==> images/placement_by_type.png <==
The bar under the picture is 20 um long. Fill, decap, tap and diode cells in grey.
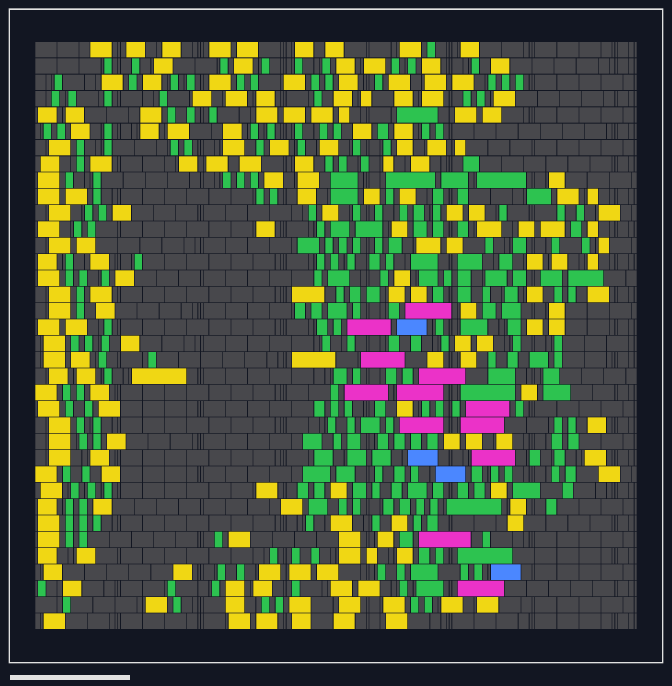
==> images/power_grid.png <==
Pins as bars on the die edge. Tap cells in grey.
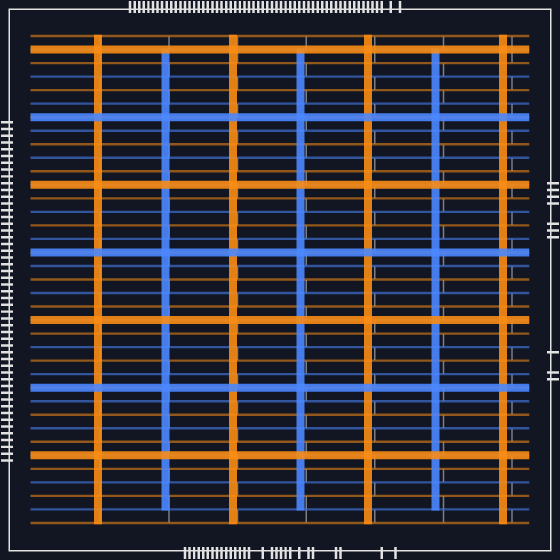
Design rename_rewind_ctrl_flat, sky130hd; sources not shown.
==> results.txt <==
Notes on the flow outputs.

- The run finished, with violations left.
- The checks that failed: negative setup slack.
- The number of setup violations in the final report reads 8.
- In the global route stage, overall resource usage came out at 13.0%.
- The area of the synthesized netlist per yosys stat reads 0.00172 sq mm.
- The worst register-to-register path depth is 22.
- The leftover overflow at the end of global routing is 0.
- The clock tree root driver cell reads clkbuf_8.
- The first global-routing pass estimated 12300 um of wire.
- The final timing report gives a worst setup slack of -0.327 ns.
- The largest contributor to cell area by class reads buffers.
- The type of origin of the critical path is a register.
- The cell total in the yosys stat output is 315.
- The final timing report derives a shortest allowable period of 3.13 ns.
- Setup repair after global routing could not meet its margin everywhere.
- The number of buffers inserted to repair setup after CTS is 9.
- The setup slack after placement is -0.601 ns.
- On the worst setup and hold paths after CTS, the clock-pin slew comes to 0.05 ns.
- After layout, the worst path uses 112% of the clock period.
- In the layout the commonest cells are nand2_1, inv_1, clkdlybuf4s50_1.
- The number of cells on the worst hold path is 2.
- The routed via count reads 2534.
- Clock tree buffers and inverters occupy 1.49% of the routed design's cell area.
- Per the final layout report, the fraction of cells sized above drive strength 1 comes to 19.3%.
- Per the GRT log, the top usage layer is met2.
- In this run the layout overhead on the synthesized area is reported as 115%.
- Global routing used 13.0% of the available met1 tracks.
- The leakage power reads 2.27 nW.
- The register bit count reported by yosys reads 12.
- The post-route antenna net violation count is 0.
- The final antenna diode tally reported by the flow is 0.
- The most frequent logic cell in the layout is nand2_1.
- The power after layout is 0.00188 W.
- The length of routed met2 wiring reads 4680 um.
- The global-route met3 utilization is 2.15%.
- Per the final report, max-transition violations number 0.
- The final layout reports a setup TNS of -1.94 ns.
- The tap cell count is 133.
- Looking at the critical path, the highest net fanout was 3.
- Multi-input logic gates represent a cell area share of 32.2%.
- The register-to-register setup slack is -0.15 ns.
- The detailed-routed wire length on met3 reads 445 um.
- The tally of yosys warning messages is 0.
- The number of global-route vias before repair is 2715.
- In this build the clock could be raised as far as 320 MHz.
- The final RePlAce weighted congestion reads 0.732.
- The routed length per instance is 13.0 um.
- The buffer depth of the longest clock path reads 2.
- The count of TritonRoute iterations in the first routing pass reads 4.
- The net count of the finished layout is 575.
- Per the detailed placement report, the placed cell area equals 0.00348 sq mm.
- The design has 12 sequential cells.
- The chip footprint reads 0.0118 sq mm.
- Per the final report, the share of cell area in non-clock buffers is 46.2%.
## Picture notes: placement_by_type.png
legend:
  blue:
    class: clock drivers and dummy loads
    cells: 4
  magenta:
    class: sequential cells
    cells: 12
  yellow:
    class: remaining buffers and delay cells
    cells: 188
  green:
    class: combinational and other logic
    cells: 287
final design area excluding fillers: 0.00369 sq mm
sequential fraction of total cell area: 6.74%
FP Rows: 36
utilization after layout: 37.6%
placeable core area: 0.00982 sq mm

## Picture notes: power_grid.png
legend:
  orange:
    net: VSS
  blue:
    net: VDD
met4 straps: 7
met1 rails: 37
rows: 36
met5 straps: 7
chip width: 109 um
Max IR drop VDD: 145 uV

==> critical path, stage by stage, from the launching register on <==
cell	delay (ns)
dfxtp_2	0.32
inv_2	0.07
ha_4	0.12
inv_2	0.04
fa_2	0.36
nand2_2	0.07
nand2_2	0.06
nand2_1	0.06
nand2_1	0.06
nand2_2	0.06
nor2_2	0.04
nand2_2	0.09
nor2_4	0.05
buf_6	0.12
nor3b_4	0.18
buf_2	0.17
==> synthesized netlist by cell type <==
cell	instances	area share, %
o21ai_0	16	4.7
a211oi_1	1	0.44
nor2_2	2	0.73
buf_1	4	0.87
nor3_1	3	0.87
inv_2	1	0.22
nand3b_1	1	0.44
nand4_1	1	0.36
xor2_1	5	2.5
nand3_2	2	1.2
o221ai_1	1	0.51
clkbuf_1	7	1.5
inv_1	85	19
a31oi_1	1	0.36
a21oi_1	18	5.2
nand3_1	11	3.2
or2_2	2	0.73
xnor2_1	3	1.5
nand2_2	5	1.8
ha_1	14	10
o21ai_1	2	0.58
o21ai_2	1	0.51
nor3b_1	1	0.44
dfxtp_1	12	14
nor4_1	1	0.36
fa_1	2	2.3
and3_1	1	0.36
nand2_1	88	19
nor2_1	19	4.1
buf_4	5	2.2
==> kinds of logic (layout without fill, tap and decap cells) <==
| family | count (synthesis) | count (layout) | share of synthesized area (%) |
|---|---|---|---|
| adders and majority gates | 16 | 16 | 12.5 |
| xor gates and xnor gates | 8 | 8 | 4.07 |
| and+or+nand+nor | 137 | 137 | 33.8 |
| DFF | 12 | 12 | 14.0 |
| buffers and inverters | 102 | 278 | 23.3 |
| AOI/OAI and AO/OA | 40 | 40 | 12.3 |
==> power breakdown <==
part | internal, W | leakage (nW) | switching, W
Sequential | 0.000209 | 0.101 | 0.0000305
Combinational | 0.000703 | 2.14 | 0.000746
Clock | 0.000124 | 0.0288 | 0.0000644
Power is estimated from default activity; no workload was simulated.
